<file path="src/rtl/ddr4_cmd_sequencer.sv">
// Single-requester DDR4 command sequencer: ACT -> tRCD -> RD/WR -> tCL -> burst -> PRE -> tRP.
// Optional OPEN_PAGE_EN keeps the row open after a burst and skips ACT on a row hit.
module ddr4_cmd_sequencer #(
  parameter int unsigned RANKS     = 1,
  parameter int unsigned BGWIDTH   = 2,
  parameter int unsigned BAWIDTH   = 2,
  parameter int unsigned ADDRWIDTH = 17,
  parameter int unsigned COLWIDTH  = 10,
  parameter int unsigned BL        = 8,
  parameter int unsigned TRCD      = 15,
  parameter int unsigned TCL       = 15,
  parameter int unsigned TRP       = 15
) (
  input  logic                  ck_t,
  input  logic                  reset,
  input  logic                  req_valid,
  output logic                  req_ready,
  input  logic                  req_write,
  input  logic [BGWIDTH-1:0]    req_bg,
  input  logic [BAWIDTH-1:0]    req_ba,
  input  logic [ADDRWIDTH-1:0]  req_row,
  input  logic [COLWIDTH-1:0]   req_col,
  output logic [RANKS-1:0]      cs_n,
  output logic                  act_n,
  output logic [ADDRWIDTH-1:0]  A,
  output logic [BGWIDTH-1:0]    bg,
  output logic [BAWIDTH-1:0]    ba,
  output logic                  beat,
  output logic                  beat_wr,
  output logic [$clog2(BL)-1:0] beat_idx,
  output logic                  busy
);

  localparam int unsigned MaxA   = (TRCD > TCL) ? TRCD : TCL;
  localparam int unsigned MaxB   = (TRP > BL) ? TRP : BL;
  localparam int unsigned MaxCnt = (MaxA > MaxB) ? MaxA : MaxB;
  localparam int unsigned CntW   = $clog2(MaxCnt + 1);
  localparam int unsigned IdxW   = $clog2(BL);

  localparam logic [2:0] CmdWr  = 3'b100;
  localparam logic [2:0] CmdRd  = 3'b101;
  localparam logic [2:0] CmdPre = 3'b010;

  typedef enum logic [2:0] {
    StIdle, StAct, StTrcdW, StCas, StClW, StBurst, StPre, StTrpW
  } state_e;

  state_e                 state_q, state_d;
  logic [CntW-1:0]        cnt_q, cnt_d;
  logic                   pend_q, pend_d;
  logic                   wr_q, wr_d;
  logic [BGWIDTH-1:0]     rbg_q, rbg_d, bg_d;
  logic [BAWIDTH-1:0]     rba_q, rba_d, ba_d;
  logic [ADDRWIDTH-1:0]   row_q, row_d, a_d;
  logic [COLWIDTH-1:0]    col_q, col_d;
  logic [IdxW-1:0]        idx_d;
`ifdef OPEN_PAGE_EN
  logic                   open_vld_q, open_vld_d;
  logic [BGWIDTH-1:0]     open_bg_q, open_bg_d;
  logic [BAWIDTH-1:0]     open_ba_q, open_ba_d;
  logic [ADDRWIDTH-1:0]   open_row_q, open_row_d;
`endif

  always_comb begin : next_state
    state_d = state_q;
    cnt_d   = cnt_q;
    pend_d  = pend_q;
    wr_d    = wr_q;
    rbg_d   = rbg_q;
    rba_d   = rba_q;
    row_d   = row_q;
    col_d   = col_q;
`ifdef OPEN_PAGE_EN
    open_vld_d = open_vld_q;
    open_bg_d  = open_bg_q;
    open_ba_d  = open_ba_q;
    open_row_d = open_row_q;
`endif
    unique case (state_q)
      StIdle: begin
        if (req_valid && req_ready) begin
          wr_d  = req_write;
          rbg_d = req_bg;
          rba_d = req_ba;
          row_d = req_row;
          col_d = req_col;
`ifdef OPEN_PAGE_EN
          if (!open_vld_q) begin
            state_d = StAct;
          end else if (req_bg == open_bg_q && req_ba == open_ba_q && req_row == open_row_q) begin
            state_d = StCas;
          end else begin
            // Close the open bank first; pend_q routes tRP into the ACT of the new row.
            state_d = StPre;
            pend_d  = 1'b1;
          end
`else
          state_d = StAct;
`endif
        end
      end
      StAct: begin
        pend_d = 1'b0;
        if (TRCD == 1) begin
          state_d = StCas;
        end else begin
          state_d = StTrcdW;
          cnt_d   = CntW'(TRCD - 1);
        end
      end
      StTrcdW: begin
        if (cnt_q == CntW'(1)) state_d = StCas;
        else                   cnt_d   = cnt_q - CntW'(1);
      end
      StCas: begin
        if (TCL == 1) begin
          state_d = StBurst;
          cnt_d   = CntW'(BL);
        end else begin
          state_d = StClW;
          cnt_d   = CntW'(TCL - 1);
        end
      end
      StClW: begin
        if (cnt_q == CntW'(1)) begin
          state_d = StBurst;
          cnt_d   = CntW'(BL);
        end else begin
          cnt_d = cnt_q - CntW'(1);
        end
      end
      StBurst: begin
        if (cnt_q == CntW'(1)) begin
`ifdef OPEN_PAGE_EN
          state_d    = StIdle;
          open_vld_d = 1'b1;
          open_bg_d  = rbg_q;
          open_ba_d  = rba_q;
          open_row_d = row_q;
`else
          state_d = StPre;
`endif
        end else begin
          cnt_d = cnt_q - CntW'(1);
        end
      end
      StPre: begin
        if (TRP == 1) begin
          state_d = pend_q ? StAct : StIdle;
        end else begin
          state_d = StTrpW;
          cnt_d   = CntW'(TRP - 1);
        end
      end
      StTrpW: begin
        if (cnt_q == CntW'(1)) state_d = pend_q ? StAct : StIdle;
        else                   cnt_d   = cnt_q - CntW'(1);
      end
      default: state_d = StIdle;
    endcase
  end

  // Outputs are decoded from the next state so they line up with state_q after the edge.
  always_comb begin : out_decode
    a_d  = '0;
    bg_d = rbg_d;
    ba_d = rba_d;
    unique case (state_d)
      StAct: a_d = row_d;
      StCas: begin
        a_d[ADDRWIDTH-1 -: 3] = wr_d ? CmdWr : CmdRd;
        a_d[COLWIDTH-1:0]     = col_d;
      end
      StPre: begin
        a_d[ADDRWIDTH-1 -: 3] = CmdPre;
`ifdef OPEN_PAGE_EN
        if (pend_d) begin
          bg_d = open_bg_q;
          ba_d = open_ba_q;
        end
`endif
      end
      default: ;
    endcase
    idx_d = (state_d == StBurst && state_q == StBurst) ? beat_idx + IdxW'(1) : '0;
  end

  always_ff @(posedge ck_t or posedge reset) begin
    if (reset) begin
      state_q   <= StIdle;
      cnt_q     <= '0;
      pend_q    <= 1'b0;
      wr_q      <= 1'b0;
      rbg_q     <= '0;
      rba_q     <= '0;
      row_q     <= '0;
      col_q     <= '0;
      cs_n      <= '1;
      act_n     <= 1'b1;
      A         <= '0;
      bg        <= '0;
      ba        <= '0;
      req_ready <= 1'b0;
      beat      <= 1'b0;
      beat_wr   <= 1'b0;
      beat_idx  <= '0;
      busy      <= 1'b0;
`ifdef OPEN_PAGE_EN
      open_vld_q <= 1'b0;
      open_bg_q  <= '0;
      open_ba_q  <= '0;
      open_row_q <= '0;
`endif
    end else begin
      state_q   <= state_d;
      cnt_q     <= cnt_d;
      pend_q    <= pend_d;
      wr_q      <= wr_d;
      rbg_q     <= rbg_d;
      rba_q     <= rba_d;
      row_q     <= row_d;
      col_q     <= col_d;
      cs_n      <= '0;
      act_n     <= (state_d != StAct);
      A         <= a_d;
      bg        <= bg_d;
      ba        <= ba_d;
      req_ready <= (state_d == StIdle);
      beat      <= (state_d == StBurst);
      beat_wr   <= (state_d == StBurst) && wr_d;
      beat_idx  <= idx_d;
      busy      <= (state_d != StIdle);
`ifdef OPEN_PAGE_EN
      open_vld_q <= open_vld_d;
      open_bg_q  <= open_bg_d;
      open_ba_q  <= open_ba_d;
      open_row_q <= open_row_d;
`endif
    end
  end

endmodule

</file>
<file path="config.mk">
export PLATFORM = sky130hd
export DESIGN_NAME = ddr4_cmd_sequencer
export DESIGN_NICKNAME = d
export VERILOG_FILES = /design/src/rtl/ddr4_cmd_sequencer.sv
export SDC_FILE = /design/constraint.sdc
export NUM_CORES = 1
export LEC_CHECK = 0
export CAP_MARGIN = 20
export CORE_MARGIN = 2
export CORE_UTILIZATION = 48
export CTS_CLUSTER_DIAMETER = 80
export DETAILED_ROUTE_END_ITERATION = 16
export PLACE_DENSITY = 0.82
export SLEW_MARGIN = 40
export SYNTH_ARGS = -nofsm -noshare
export SYNTH_HDL_FRONTEND = slang
export SYNTH_SLANG_ARGS = --single-unit
</file>
<file path="constraint.sdc">
create_clock -name ck_t -period 5.1 [get_ports ck_t]
set_input_delay 1.53 -clock ck_t [delete_from_list [all_inputs] [get_ports ck_t]]
set_output_delay 1.53 -clock ck_t [all_outputs]
set_load 0.02 [all_outputs]
</file>
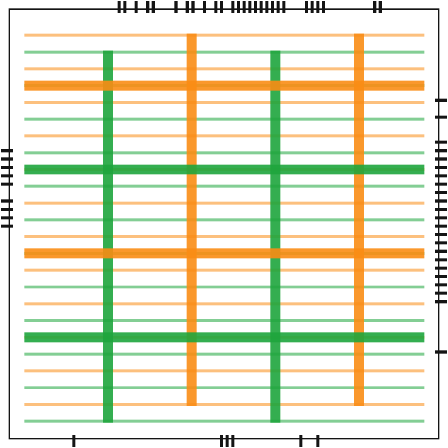
**Above:** run 1 (supply network).
Pins as bars on the die edge.
[VSS] green
[VDD] orange
signal pins: 65
rows: 23

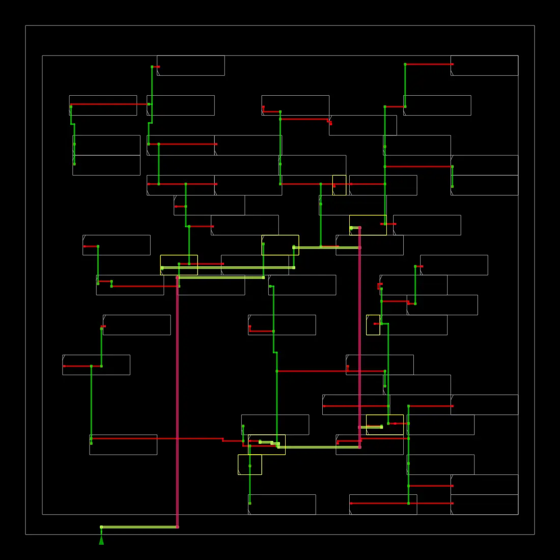
**Above:** run 1 (clock nets).
Clock Skews: 0.00426 ns
CTS Buf Count: 5
Skew-Pair Late Insertion Delay: 0.30 ns

==> deck_impl_summary.md, run 1 <==
Synthesis and Place & Route Summary

Global routing
  – GR Util met3: 4.22%
  – GR Layer Usage met2: 31.5%

Place
  – Placer Congestion: 0.899
  – Pre-CTS WS: 1.79 ns

Synth
  – Post-synth top area cell: dfrtp_1
  – Synth Flop Type: dfrtp_1
  – Yosys chip area: 2050 µm²
  – Adder Share, Synth: 1.83%
  – Post-synth area hogs: dfrtp_1 56%, nand2_1 9.3%, a22o_1 4.7%
  – Async set-reset flop share out of synthesis: 100%
  – Synth logic family: simple AND/OR/NAND/NOR gates
  – Top-count cell post-synth: nand2_1
  – Xor+xnor area frac: 2.07%
  – Avg Synthesized Cell Area: 10.5 µm²
  – Top post-synthesis cells by count: 51 x nand2_1, 46 x dfrtp_1, 11 x a22o_1

Cells and area
  – Most common logic cells in the final layout: 64 x clkdlybuf4s50_1, 51 x nand2_1, 46 x dfrtp_1
  – Post-layout util: 67.7%
  – Fin area: 2750 µm²

Route
  – WL/cell: 14.2 µm
  – WL met1: 1.89 mm

Power
  – Clk. pwr: 220 µW
  – Pwr Density: 406 nW/µm²
  – Max IR drop VDD: 0.238 mV
  – Seq. pwr: 552 µW
  – Leak: 0.00128 µW

Critical path
  – Critical path type: input pin to register
  – Worst Path Arrival: 3.20 ns
  – Slowest CP cell: nor2b_2
  – CP startpoint: req_valid
  – Worst r2r src: state_q[0]$_DFF_PP0_
  – Critical Path Sink Type: register
  – Worst-path maximum fanout: 15
  – Worst-path cell chain: clkdlybuf4s50_1 -> nand2_1 -> nor2b_2 -> mux2_2 -> and2_1

Clocking
  – CTS resizes: 0
  – Reg clk slew, reported paths: 0.09 ns

Status
  – Status: complete, no violations

Hold path
  – Min-Delay Endpoint: beat_idx[0]$_DFF_PP0_

Timing
  – Final hold slack: 0.471 ns
  – Final period util: 58.9%
  – Final hold vios: 0

Die
  – Vert. Die Dim: 69.4 µm
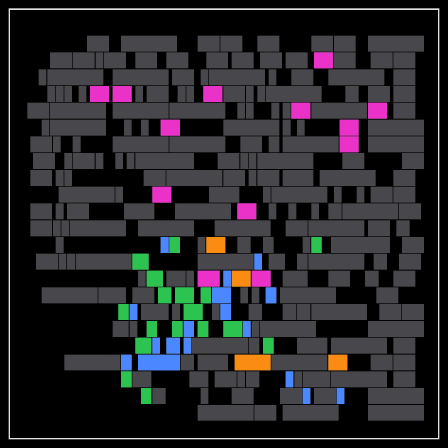
**Above:** run 1 (logic cells by family).
[non-inverting ao/oa cells] magenta | cells: 13
[aoi and oai cells] green | cells: 17
[nor cells] blue | cells: 17 | where: south
[xor and xnor cells] orange | cells: 4 | where: south
logic share of the area: 25.9%
Top cell excl fill/tap: clkdlybuf4s50_1
Non-Filler Instances: 303

[run 1: registers in the layout (all words and copies together), names as in the netlist]
signal     cells
wr_q           1
act_n          1
A             17
req_ready      1
rba_q          2
rbg_q          2
cnt_q          4
beat_idx       3
beat           1
busy           1
col_q         10
state_q        3
cs_n           1
beat_wr        1
[run 1: final cells by class]
cell class                      count  area, µm²  share of cell area (%)
Sequential cell                    48       1200                    43.8
Multi-Input combinational cell    124        712                    25.9
Timing Repair Buffer               65        648                    23.6
Clock buffer                        5       68.8                    2.51
Tap cell                           50       62.6                    2.28
Inverter                            8       32.5                    1.18
Clock inverter                      3       18.8                   0.683
## Run 2: what changed since run 1
--- a/config.mk
+++ b/config.mk
@@ -7,10 +7,10 @@
 export LEC_CHECK = 0
 export CAP_MARGIN = 20
 export CORE_MARGIN = 2
-export CORE_UTILIZATION = 48
+export CORE_UTILIZATION = 40
 export CTS_CLUSTER_DIAMETER = 80
 export DETAILED_ROUTE_END_ITERATION = 16
-export PLACE_DENSITY = 0.82
+export PLACE_DENSITY = 0.73
 export SLEW_MARGIN = 40
 export SYNTH_ARGS = -nofsm -noshare
 export SYNTH_HDL_FRONTEND = slang
==> constraint.sdc (replaced) <==
create_clock -name ck_t -period 2.65 [get_ports ck_t]
set_input_delay 0.795 -clock ck_t [delete_from_list [all_inputs] [get_ports ck_t]]
set_output_delay 0.795 -clock ck_t [all_outputs]
set_load 0.02 [all_outputs]
==> run 2 against run 1 <==
  * Utilization shrank 12 points
  * Power grew 95%
  * Synthesized cell count is the same
==> deck_impl_summary.md, run 2 <==
Synthesis and Place & Route Summary

Timing
  – Max Fclk: 0.451 GHz
  – Final hold vios: 0
  – Relative slew slack: 64.6%
  – Final period util: 83.6%
  – Final hold slack: 0.463 ns

Cells and area
  – Ratio of cells with drive above 1 in the final layout: 8.24%
  – Layout Nets: 292
  – Non-Filler Instances: 325
  – Fin area: 2810 µm²
  – Top cell excl fill/tap: clkdlybuf4s50_1
  – Biggest register: A
  – Most common logic cells in the final layout: 64 x clkdlybuf4s50_1, 51 x nand2_1, 46 x dfrtp_1
  – Top flop regs: A x17, col_q x10, cnt_q x4
  – Max reg flops: 17

Synth
  – Async set-reset flop share out of synthesis: 100%
  – Seq share, synth: 58.7%
  – Xor+xnor area frac: 2.07%
  – Synth logic family: simple AND/OR/NAND/NOR gates
  – Post-synth area hogs: dfrtp_1 56%, nand2_1 9.3%, a22o_1 4.7%
  – Top-count cell post-synth: nand2_1
  – Post-synth top area cell: dfrtp_1
  – Adder Share, Synth: 1.83%
  – Yosys chip area: 2050 µm²
  – Avg Synthesized Cell Area: 10.5 µm²
  – Top post-synthesis cells by count: 51 x nand2_1, 46 x dfrtp_1, 11 x a22o_1

Critical path
  – Crit path depth: 1
  – Worst r2r src: cnt_q[1]$_DFFE_PP0P_
  – Worst-path maximum fanout: 1
  – Slowest CP cell: clkdlybuf4s50_1
  – Critical path type: register to output port
  – Worst Path Arrival: 1.42 ns
  – CP startpoint: act_n$_DFF_PP1_
  – Critical Path Sink Type: output port
  – Worst-path cell chain: clkdlybuf4s50_1

Clocking
  – CTS Buf Count: 5
  – CTS resizes: 0
  – Reg clk slew, reported paths: 0.09 ns
  – Skew-Pair Late Insertion Delay: 0.30 ns

Place
  – Placer Congestion: 0.823
  – Pre-CTS WS: 0.417 ns

Power
  – Leak: 0.00130 µW
  – Max IR drop VDD: 0.395 mV
  – Pwr Density: 775 nW/µm²

Die
  – Vert. Die Dim: 75.6 µm

Route
  – WL/cell: 12.6 µm

Hold path
  – Min-Delay Endpoint: beat_idx[0]$_DFF_PP0_

Global routing
  – Vias in the first global route: 1,469

Status
  – Status: complete, no violations
run 2: where the power goes:
part / leakage [µW] / internal, µW / switching [µW]
clock network: 0.0000516 / 213 / 239
registers: 0.000612 / 888 / 173
logic: 0.000634 / 342 / 318
total: 0.00130 / 1440 / 731
run 2: area by class of cell:
class	instances	area, µm²	share of cell area [%]
clock buffers	6	82.6	2.94
clock inverters	2	13.8	0.491
inverters	8	30.0	1.07
multi-input cells	124	712	25.4
flip-flops and latches	48	1200	42.9
well taps	70	87.6	3.12
repair buffers	67	676	24.1
run 2: routing by layer:
layer  vias up  part of all wire (%)  GRT usage (%)
li1        765                     -              -
met1       735                    42           19.8
met2        45                    51           24.5
met3         6                   5.2           4.23
met4         0                   1.5           6.24
met5         -                     0              0
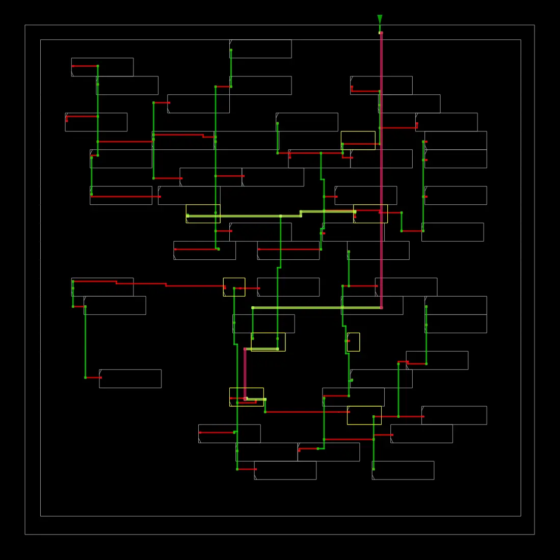
**Above:** run 2 (clock nets).
FFs & Latches: 48
Layout clock buffers: 6
Clock Skews: 0.00642 ns
Clk. pwr: 453 µW

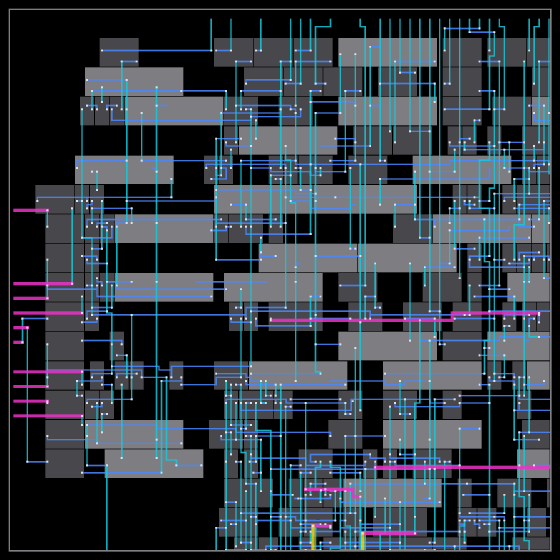
**Above:** run 2 (a small window of the routed layout).
Window x 0 to 50, y 26 to 76 µm. Cells in gray, sequential cells in the stronger gray; small squares are vias.
[M1] blue
[M3] magenta
[M2] cyan
[M4] yellow
sequential cells in the window: 23
cells with their middle in the window: 139
netlist names of flops here include: col_q (8), A (5), cnt_q (2)
most frequent: nand2_1 (47), clkdlybuf4s50_1 (32), dfrtp_1 (22)

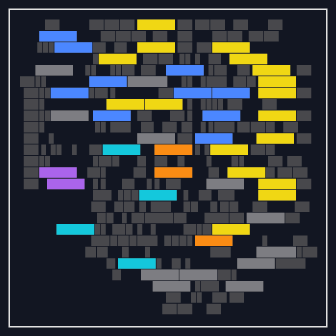
**Above:** run 2 (register map, names as in the netlist).
Other sequential cells in the stronger gray, the rest of the logic in the fainter gray.
[rba_q] purple | sequential cells: 2
[A] yellow | sequential cells: 17
[state_q] orange | sequential cells: 3
[cnt_q] cyan | sequential cells: 4
[col_q] blue | sequential cells: 10
Seq/total area: 42.9%
post-layout util: 55.6%

Power and IR drop assume default switching activity.
